File: src/rtl/jump_input_ctrl.sv
`default_nettype none
// ============================================================================
// Module   : jump_input_ctrl
// Purpose  : Producer side of the bird's jump/restart interface. Synchronises
//            and debounces the raw mouse left button, detects presses (rising
//            edges of the debounced level) and runs a small game-state FSM that
//            converts presses into 1-cycle jump (mouse_left_game) or restart
//            (game_rst) pulses. It enforces a jump cooldown while playing and
//            a click-ignore hold window after a collision.
// Ports    : clk             in   clock (65 MHz domain)
//            rst             in   synchronous, active-high reset
//            mouse_left      in   raw button level, asynchronous to clk
//            key_jump        in   clk-synchronous jump key level
//                                 (present only with JUMP_KEY_EN)
//            collision       in   bird collision level
//            mouse_left_game out  jump request, 1-cycle pulse
//            game_rst        out  restart request, 1-cycle pulse
//            game_state      out  00 IDLE, 01 PLAYING, 10 GAME_OVER
//            game_over       out  registered level, 1 iff state is GAME_OVER
// Config   : define JUMP_KEY_EN to add the key_jump input. It is ORed with the
//            synchronised mouse level ahead of the debouncer.
// Revision : 1.0 - initial release
// ============================================================================
module jump_input_ctrl #(
  parameter int SYNC_STAGES      = 2,
  parameter int DEBOUNCE_CYCLES  = 650_000,
  parameter int COOLDOWN_CYCLES  = 1_600_000,
  parameter int OVER_HOLD_CYCLES = 65_000_000
) (
  input  logic       clk,
  input  logic       rst,
  input  logic       mouse_left,
`ifdef JUMP_KEY_EN
  input  logic       key_jump,
`endif
  input  logic       collision,
  output logic       mouse_left_game,
  output logic       game_rst,
  output logic [1:0] game_state,
  output logic       game_over
);

  localparam int c_DB_W = $clog2(DEBOUNCE_CYCLES + 1);
  localparam int c_CD_W = $clog2(COOLDOWN_CYCLES + 1);
  localparam int c_OH_W = $clog2(OVER_HOLD_CYCLES + 1);

  localparam logic [c_DB_W-1:0] c_DB_LAST = c_DB_W'(DEBOUNCE_CYCLES - 1);
  localparam logic [c_DB_W-1:0] c_DB_ONE  = c_DB_W'(1);
  localparam logic [c_CD_W-1:0] c_CD_LOAD = c_CD_W'(COOLDOWN_CYCLES);
  localparam logic [c_CD_W-1:0] c_CD_ONE  = c_CD_W'(1);
  localparam logic [c_OH_W-1:0] c_OH_LOAD = c_OH_W'(OVER_HOLD_CYCLES);
  localparam logic [c_OH_W-1:0] c_OH_ONE  = c_OH_W'(1);

  typedef enum logic [1:0] {
    ST_IDLE    = 2'b00,
    ST_PLAYING = 2'b01,
    ST_OVER    = 2'b10
  } state_t;

  // --------------------------------------------------------------------------
  // Input synchroniser
  // --------------------------------------------------------------------------
  logic [SYNC_STAGES-1:0] r_sync;
  logic                   w_level;

  always_ff @(posedge clk) begin
    if (rst) begin
      r_sync <= '0;
    end else begin
      r_sync <= {r_sync[SYNC_STAGES-2:0], mouse_left};
    end
  end

`ifdef JUMP_KEY_EN
  assign w_level = r_sync[SYNC_STAGES-1] | key_jump;
`else
  assign w_level = r_sync[SYNC_STAGES-1];
`endif

  // --------------------------------------------------------------------------
  // Debouncer. The debounced level resets high so that a button held through
  // reset is seen as already pressed: the user must release and press again.
  // --------------------------------------------------------------------------
  logic              r_deb;
  logic              r_deb_d;
  logic [c_DB_W-1:0] r_db_cnt;
  logic              w_press;

  always_ff @(posedge clk) begin
    if (rst) begin
      r_deb    <= 1'b1;
      r_deb_d  <= 1'b1;
      r_db_cnt <= '0;
    end else begin
      r_deb_d <= r_deb;
      if (w_level == r_deb) begin
        r_db_cnt <= '0;
      end else if (r_db_cnt == c_DB_LAST) begin
        // This is the DEBOUNCE_CYCLES-th consecutive disagreeing sample.
        r_deb    <= w_level;
        r_db_cnt <= '0;
      end else begin
        r_db_cnt <= r_db_cnt + c_DB_ONE;
      end
    end
  end

  assign w_press = r_deb & ~r_deb_d;

  // --------------------------------------------------------------------------
  // Game-state FSM. All outputs are registered from the next-state logic.
  // --------------------------------------------------------------------------
  state_t            r_state;
  state_t            w_state_nxt;
  logic [c_CD_W-1:0] r_cool;
  logic [c_CD_W-1:0] w_cool_nxt;
  logic [c_OH_W-1:0] r_hold;
  logic [c_OH_W-1:0] w_hold_nxt;
  logic              r_jump;
  logic              w_jump_nxt;
  logic              r_game_rst;
  logic              w_game_rst_nxt;
  logic              r_game_over;

  always_ff @(posedge clk) begin
    if (rst) begin
      r_state     <= ST_IDLE;
      r_cool      <= '0;
      r_hold      <= '0;
      r_jump      <= 1'b0;
      r_game_rst  <= 1'b0;
      r_game_over <= 1'b0;
    end else begin
      r_state     <= w_state_nxt;
      r_cool      <= w_cool_nxt;
      r_hold      <= w_hold_nxt;
      r_jump      <= w_jump_nxt;
      r_game_rst  <= w_game_rst_nxt;
      r_game_over <= (w_state_nxt == ST_OVER);
    end
  end

  always_comb begin
    w_state_nxt    = r_state;
    w_jump_nxt     = 1'b0;
    w_game_rst_nxt = 1'b0;
    // Both timers count down and stick at zero unless reloaded below.
    w_cool_nxt     = (r_cool != '0) ? (r_cool - c_CD_ONE) : r_cool;
    w_hold_nxt     = (r_hold != '0) ? (r_hold - c_OH_ONE) : r_hold;

    case (r_state)
      ST_IDLE: begin
        w_cool_nxt = '0;
        w_hold_nxt = '0;
        if (w_press) begin
          w_jump_nxt  = 1'b1;
          w_cool_nxt  = c_CD_LOAD;
          w_state_nxt = ST_PLAYING;
        end
      end
      ST_PLAYING: begin
        // A collision takes priority over a press in the same cycle.
        if (collision) begin
          w_state_nxt = ST_OVER;
          w_hold_nxt  = c_OH_LOAD;
        end else if (w_press && (r_cool == '0)) begin
          w_jump_nxt = 1'b1;
          w_cool_nxt = c_CD_LOAD;
        end
      end
      ST_OVER: begin
        // The restarting click is consumed here; it never becomes a jump.
        if (w_press && (r_hold == '0)) begin
          w_game_rst_nxt = 1'b1;
          w_cool_nxt     = '0;
          w_state_nxt    = ST_IDLE;
        end
      end
      default: begin
        w_state_nxt = ST_IDLE;
        w_cool_nxt  = '0;
        w_hold_nxt  = '0;
      end
    endcase
  end

  assign mouse_left_game = r_jump;
  assign game_rst        = r_game_rst;
  assign game_state      = r_state;
  assign game_over       = r_game_over;

endmodule
`default_nettype wire
File: config.mk
export PLATFORM = sky130hd
export DESIGN_NAME = jump_input_ctrl
export DESIGN_NICKNAME = d
export VERILOG_FILES = /design/src/rtl/jump_input_ctrl.sv
export SDC_FILE = /design/constraint.sdc
export NUM_CORES = 1
export LEC_CHECK = 0
export CAP_MARGIN = 25
export CORE_AREA = 3 3 102 65
export CTS_BUF_LIST = sky130_fd_sc_hd__clkbuf_8 sky130_fd_sc_hd__clkbuf_16
export DETAILED_ROUTE_END_ITERATION = 12
export DIE_AREA = 0 0 105 68
export PLACE_DENSITY = 0.88
export SYNTH_ARGS = -nofsm -noshare
export SYNTH_HDL_FRONTEND = slang
export SYNTH_SLANG_ARGS = --single-unit
File: constraint.sdc
create_clock -name clk -period 3.3 [get_ports clk]
set_input_delay 0.33 -clock clk [delete_from_list [all_inputs] [get_ports clk]]
set_output_delay 0.33 -clock clk [all_outputs]
set_load 0.005 [all_outputs]
Figure 1. Sequential cells colored by netlist name (run 1).
(4 px per um) Other sequential cells in the stronger gray, the rest of the logic in the fainter gray.
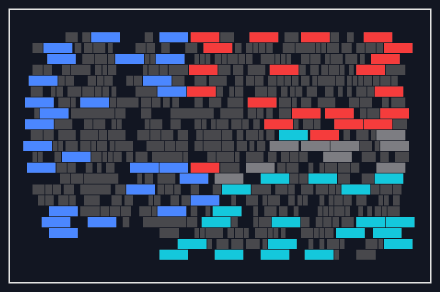
| name in the netlist | color | flops |
|---|---|---|
| `r_hold` | blue | 26 |
| `r_db_cnt` | cyan | 20 |
| `r_cool` | red | 21 |
not colored: 9

Figure 2. Cell classes on the final placement (run 1).
(4 px per um)
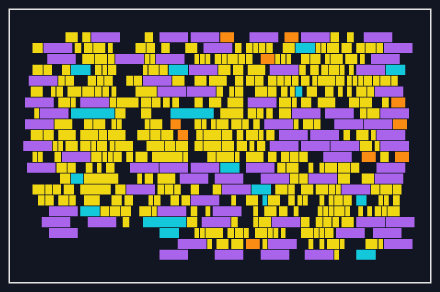
| class | color | cells | share of their area |
|---|---|---|---|
| sequential cells | purple | 76 | 37% |
| remaining buffers and delay cells | orange | 10 | 2.3% |
| clock drivers and dummy loads | cyan | 16 | 5.9% |
| combinational and other logic | yellow | 341 | 54% |

Figure 3. Cell placement (run 1).
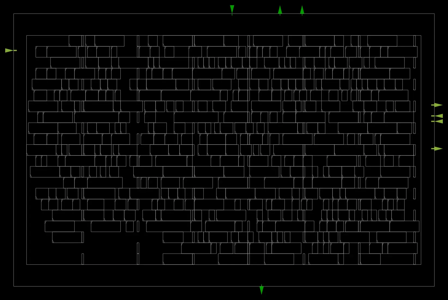
Final Util: 74.0%
Tap Count: 80

==> run summary, run 1 <==
Status: finished clean
Maximum vdd drop: 328 uV
R2R Path End: r_cool[13]
Gate Count Post-Synth: 427
Final net count: 451
Critical path class: register to register
Clk slew on worst S/H paths: 80 ps
Worst hold slack: 464 ps
Largest net degree at the start of global routing: 21
Non-filler cells, final: 523
Buffering overhead: 2.29%
Post-route minimum period: 2450 ps
Worst hold path endpoint: r_sync[1]
Vias in the first global route: 3,005
Inverters: 11
DR vias: 3,241
Cycle use final: 74.1%
Drt total wl: 8240 um
Gr usage total: 25.1%
Logic share of the area: 52.0%
CTS tree: done
Clk pwr share: 47.5%
Share of cells above drive strength 1: 8.13%
Post-cts resize count: 0
CP Max Fanout: 9
Top cell family by delay on the critical path: AND-OR/OR-AND gates
Flops after synth: 76
Ys flop type: dfxtp_1
First-pass GRT wire length: 14,100 um
Max Freq: 409 MHz
Reg2reg start: r_hold[4]
Critical Path RT: 3530 ps
Crit path DAT: 2680 ps
Setup WS pre-CTS: 905 ps
Critical Path Max Stage Delay: 560 ps
Clk cell area share: 5.74%
CTS hold repair buffers: 0
Antenna-violating nets left: 0
Die area: 0.00714 sq mm
Setup Skew: 8.45 ps
RSZ-0062 raised after global routing: false
Non-clock buffers: 10
Comb pwr share: 1.0%
Dpl cells: 507
Core area: 0.00562 sq mm
Hold WC Path Type: register to register
GPL Wtd Cong: 0.921
Drt drc: 0
Buffers plus inverters on the worst setup path: 0
Post-synth area from yosys stat: 0.00378 sq mm
Critical Path Source Type: register
Hold Path Origin: r_sync[0]
Port bufs: 8
Overall Power: 1.79 mW
Std-Cell Rows: 21
FP Util: 67.2%
Drt pass-1 iters: 7
# fillers: 426
Multi-In Gates: 330
WP depth: 5
Reg area: 0.00152 sq mm
Detailed router's first-iteration violation count: 236
Total grt overflow: 0
PwrDens: 431 mW/mm^2
Comb area: 0.00216 sq mm
Syn. warnings: 0
CLK BUF: 9
WL/cell: 15.7 um
Worst Tran Pin Value: 950 ps
Syn Area/Cell: 8.85 sq um
Worst hold stages: 1
Seq cells: 76
Cell Type Count: 56
Sw Share: 20.4%
Diode count: 0
Slowest-stage cell, CP: nor4_2
Worst path cell trace: nor4_2 > nand4_2 > o31a_1 > o21ai_1 > a31oi_1
Post-synth EDFFs: 0
==> run 1: Yosys cell counts (all sizes together) (3+ instances only) <==
library cell  number  share of area (%)
o21ai             13                2.0
nand3             14                1.9
nand2b             5               0.83
or2                6               0.99
nor4              15                3.8
dfxtp             76                 40
nand4             13                2.6
clkbuf             6               0.60
o211ai             5                1.1
nor2b              9                1.5
xnor2             18                4.2
o31ai             13                2.6
nand4b             3               0.86
inv               11                1.1
nor3              13                1.7
xor2              21                4.9
a211oi             6                1.2
or4                9                1.9
or3                8                1.3
a21oi             23                3.0
nor2              56                5.6
and3               4               0.66
a31oi             10                1.7
nand2             25                2.5
buf                4               0.76
ha                 9                3.0
nor4b              3                1.1
and2               5               0.83
==> run 1: state kept, by name (all words and copies together), names as in the netlist <==
name and count:
game_rst 1, r_deb 1, r_db_cnt 20, game_state 2, r_cool 21, r_deb_d 1, mouse_left_game 1, r_sync 2
r_hold 26, game_over 1
==> run 1: cell families (layout without fill, tap and decap cells) <==
| group | count (synthesis) | count (layout) | synth area share (%) |
|---|---|---|---|
| AND-OR/OR-AND | 86 | 86 | 15.5 |
| XOR/XNOR | 39 | 39 | 9.04 |
| adder cells (fa/ha/maj) | 9 | 9 | 2.98 |
| buffers and inverters | 21 | 37 | 2.45 |
| flip-flops | 76 | 76 | 40.3 |
| multiplexers | 1 | 1 | 0.265 |
| AND/OR/NAND/NOR | 195 | 195 | 29.5 |
==> run 1: worst max path at each step <==
stage,start,endpoint
3_3_place_gp,r_hold[4],r_cool[1]
2_1_floorplan,r_cool[0],r_cool[10]
4_1_cts,r_hold[4],r_cool[13]
3_5_place_dp,r_hold[4],r_cool[13]
6_report,r_hold[4],r_cool[13]
5_1_grt,r_hold[4],r_cool[13]
==> run 1: layer usage <==
metal,track usage [%],share of wire [%],up-vias,routed length (um)
li1,-,-,1587,-
met1,32.0,46,1520,3820
met2,40.2,45,118,3670
met3,8.48,7.7,16,633
met4,9.66,1.4,0,118
met5,0,0,-,0
==> run 1: power groups by stage <==
| stage | registers (mW) | clock network [mW] | logic, mW |
|---|---|---|---|
| after floorplan | 0.944 | 0 | 0.0128 |
| after global placement | 0.945 | 0 | 0.0183 |
| after detailed placement | 0.945 | 0 | 0.0184 |
| after CTS | 0.924 | 0.866 | 0.0186 |
| after global routing | 0.924 | 0.905 | 0.0211 |
| final | 0.924 | 0.852 | 0.0185 |
==> run 1: placed cells by master, fill, tap and decap left out, types with 3 or more instances in the layout <==
cell type,instances
dfxtp_1,76
nor2_1,56
nand2_1,25
a21oi_1,23
xor2_1,21
xnor2_1,18
nand3_1,14
o31ai_1,13
nor3_1,13
inv_1,12
a31oi_1,10
nor4_1,10
nand4_1,10
o21ai_0,9
nor2b_1,9
ha_1,9
clkbuf_8,9
or4_1,8
or3_1,8
clkdlybuf4s50_1,8
a211oi_1,6
or2_2,5
nand2b_1,5
and2_1,5
o211ai_1,4
and3_1,4
o21ai_1,3
nand4_2,3
nor4_2,3
bufinv_16,3
==> run 1: worst reg2reg max path: cells and delay by family, from the launching register on <==
family	cells	cell delay [ps]
flip-flops	1	370
AND-OR/OR-AND	3	1000
AND/OR/NAND/NOR	2	940
==> inputs of run 2 (changes only) <==
CORE_AREA = 3 3 106 67   (was 3 3 102 65)
DIE_AREA = 0 0 109 70   (was 0 0 105 68)
PLACE_DENSITY = 0.83   (was 0.88)
clock period = 2.27 ns   (was 3.3 ns; I/O delays follow)
Figure 4. M3 wires (run 2).
(2 px per um) Cells faint in the background.
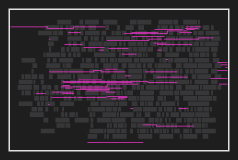
wire length on this layer: 705 um
nets with wire on the layer: 45
main direction: horizontal

Figure 5. Drive-strength map (run 2).
(3 px per um)
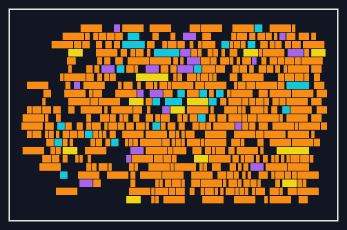
| size | color | cells | share | most used |
|---|---|---|---|---|
| _2 cells | purple | 19 | 4.1% | or2_2 |
| _6 and larger | yellow | 12 | 2.6% | clkbuf_8 |
| _0 and _1 cells | orange | 404 | 88% | dfxtp_1 |
| _3 and _4 cells | cyan | 23 | 5.0% | buf_4 |

==> run summary, run 2 <==
Largest registers: r_hold x26, r_cool x21, r_db_cnt x20
Cycle use final: 95.0%
RSZ-0062 raised after global routing: false
OpenROAD warning count: 31
Ys flop type: dfxtp_1
Setup-failing EPs final: 0
Synth Area in XOR/XNOR: 9.04%
R2R Path End: r_hold[16]
Slew Viols, Final: 0
Final HPWL DP: 6120 um
Clock sinks: 76
Hold Fails Final Rpt: 0
Worst Tran Pin Value: 529 ps
PwrDens: 578 mW/mm^2
Worst Setup EP: r_hold[16]
Post-synth area from yosys stat: 0.00378 sq mm
Syn Area/Cell: 8.85 sq um
Worst rel slew slack: 64.4%
Post-synth EDFFs: 0
First-pass GRT wire length: 14,700 um
Reg area: 0.00152 sq mm
Mapped Area: 0.00378 sq mm
Comb area: 0.00217 sq mm
Synth Net Count: 440
Gr usage total: 24.5%
FP Util: 61.5%
Top cells excl fill/tap: dfxtp_1 (76), nor2_1 (56), nand2_1 (25), a21oi_1 (23), xor2_1 (21)
Synth async-reset ratio: 0%
Antenna-violating nets left: 0
Post-synth top cells: dfxtp_1 (76), nor2_1 (56), nand2_1 (25)
Setup WS pre-CTS: 112 ps
# fillers: 468
Hold WC Path Type: primary input to register
WL/cell: 16.2 um
Overall Power: 2.47 mW
Critical Path Source Type: register
Final net count: 467
Core area: 0.00614 sq mm
Share of cells above drive strength 1: 11.8%
Most flop-heavy register: r_hold
Post-route setup slack: 114 ps
Total grt overflow: 0
Vias in the first global route: 3,040
Compound Share, Synth: 15.5%
Critical path class: register to register
Synth Area in Adders: 2.98%
Drt drc: 0
Detailed router's first-iteration violation count: 275
Post-Synth Simple-Gate Area: 29.5%
Reg2Reg Depth: 5
Flops after synth: 76
CTS hold repair buffers: 0
CTS tree: done
Die width: 109 um
Top-level I/O count: 9
Synth top cell by count: dfxtp_1
Num CTS Buffers: 9
Top cells by area: dfxtp_1 (40%), nor2_1 (5.6%), xor2_1 (4.9%)
Maximum vdd drop: 458 uV
Area Growth Syn to Fin: 13.1%
Clk root buf: clkbuf_8
Diode count: 0
Port bufs: 8
Reg2reg start: r_hold[8]
DR vias: 3,337
Register share after synthesis: 40.3%
Cell type with the largest total area: dfxtp_1
Post-synth mux share: 0.265%
Ys cells: 427
CP Max Fanout: 8
Die area: 0.00763 sq mm
Launch point of the worst path: r_hold[8]
Clk slew on worst S/H paths: 70 ps
Max Freq: 464 MHz
Final setup TNS: 0 ps
Cell Type Count: 56
Clock tree buffer depth: 2
Initial antenna violation count: 0
Setup Skew: 15.2 ps
GPL Wtd Cong: 0.954
Largest register FFs: 26
Die Span Y: 70 um
Leak Pwr: 1.54 nW
Worst R2R Setup Slack: 110 ps
CP endpoint kind: register
Critical Path RT: 2500 ps
Max-area cell share: 40.3%
Most frequent logic cell in the layout: dfxtp_1
Max H-tree Level: 3
Drt total wl: 8790 um
Post-route minimum period: 2160 ps
Syn. warnings: 0
Vias per cell: 6.16
Drt pass-1 iters: 5
Gate Count Post-Synth: 427
Largest net degree at the start of global routing: 21
Max-cap viol count: 0
Crit path DAT: 2390 ps
Worst hold slack: 418 ps
Std-Cell Rows: 22
Status: finished clean
Dominant comb cell: simple AND/OR/NAND/NOR gates
Clk Latency, worst-skew pair: 370 ps
Figure 6. Sequential cells colored by netlist name (run 2).
(3 px per um) Other sequential cells in the stronger gray, the rest of the logic in the fainter gray.
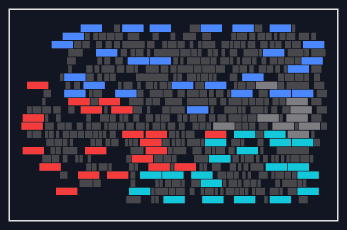
| name in the netlist | color | flops |
|---|---|---|
| `r_hold` | blue | 26 |
| `r_db_cnt` | cyan | 20 |
| `r_cool` | red | 21 |

==> run 2: metal layers <==
layer / routed length, um / part of all wire [%] / track usage, %
met5: 0 / 0 / 0
met3: 704 / 8.0 / 9.51
met4: 90 / 1.0 / 7.56
met1: 4160 / 47 / 33.6
met2: 3840 / 44 / 35.2
==> run 2: worst min-delay path by stage <==
stage	cells past startpoint	slack (ps)	end	startpoint
detailed placement	1	440	r_sync[1]	r_sync[0]
global placement	1	430	r_sync[1]	r_sync[0]
finish	2	420	r_sync[0]	mouse_left
global route	2	410	r_sync[0]	mouse_left
floorplan	1	360	r_sync[0]	mouse_left
CTS	2	400	r_sync[0]	mouse_left
==> run 2: report_power, final <==
group          switching (mW)  total (mW)  internal, mW
Sequential            0.00537        1.34          1.34
Combinational          0.0176      0.0301        0.0125
Clock                   0.491        1.10         0.605
==> run 2: cells by family (layout without fill, tap and decap cells) <==
group           Yosys count  count (layout)
compound gates           86              86
xor+xnor                 39              39
fa+ha+maj                 9               9
buf+inv                  21              52
flops                    76              76
mux                       1               1
simple gates            195             195
==> run 2: area by class of cell <==
class,count,area share (%)
inverters,11,0.966
clock inverters,6,1.90
clock buffers,9,2.90
flip-flops and latches,76,35.6
well taps,84,2.46
multi-input cells,330,50.8
repair buffers,26,5.33
==> run 2: per-stage QoR <==
step,utilization (%),instance area (sq um),instances
4_1_cts,69.1,4240,541
5_1_grt,69.6,4270,542
6_report,69.6,4270,542
3_3_place_gp,65.8,4040,526
3_5_place_dp,65.8,4040,526
2_1_floorplan,-,3780,427
==> run 2: repair_timing <==
item                       in CTS  in global routing
gates resized                   0                  3
setup buffers                   0                  1
setup endpoints to repair       0                 37
==> run 2: worst max-delay path, cell delays in order, from the launching register on <==
cell      delay, ps
dfxtp_1         390
or4_4           600
nor4b_4         330
nand4_2         280
a221oi_1        340
a311oi_1        100
Power figures rest on the tool's default switching activity, not on a simulated workload.
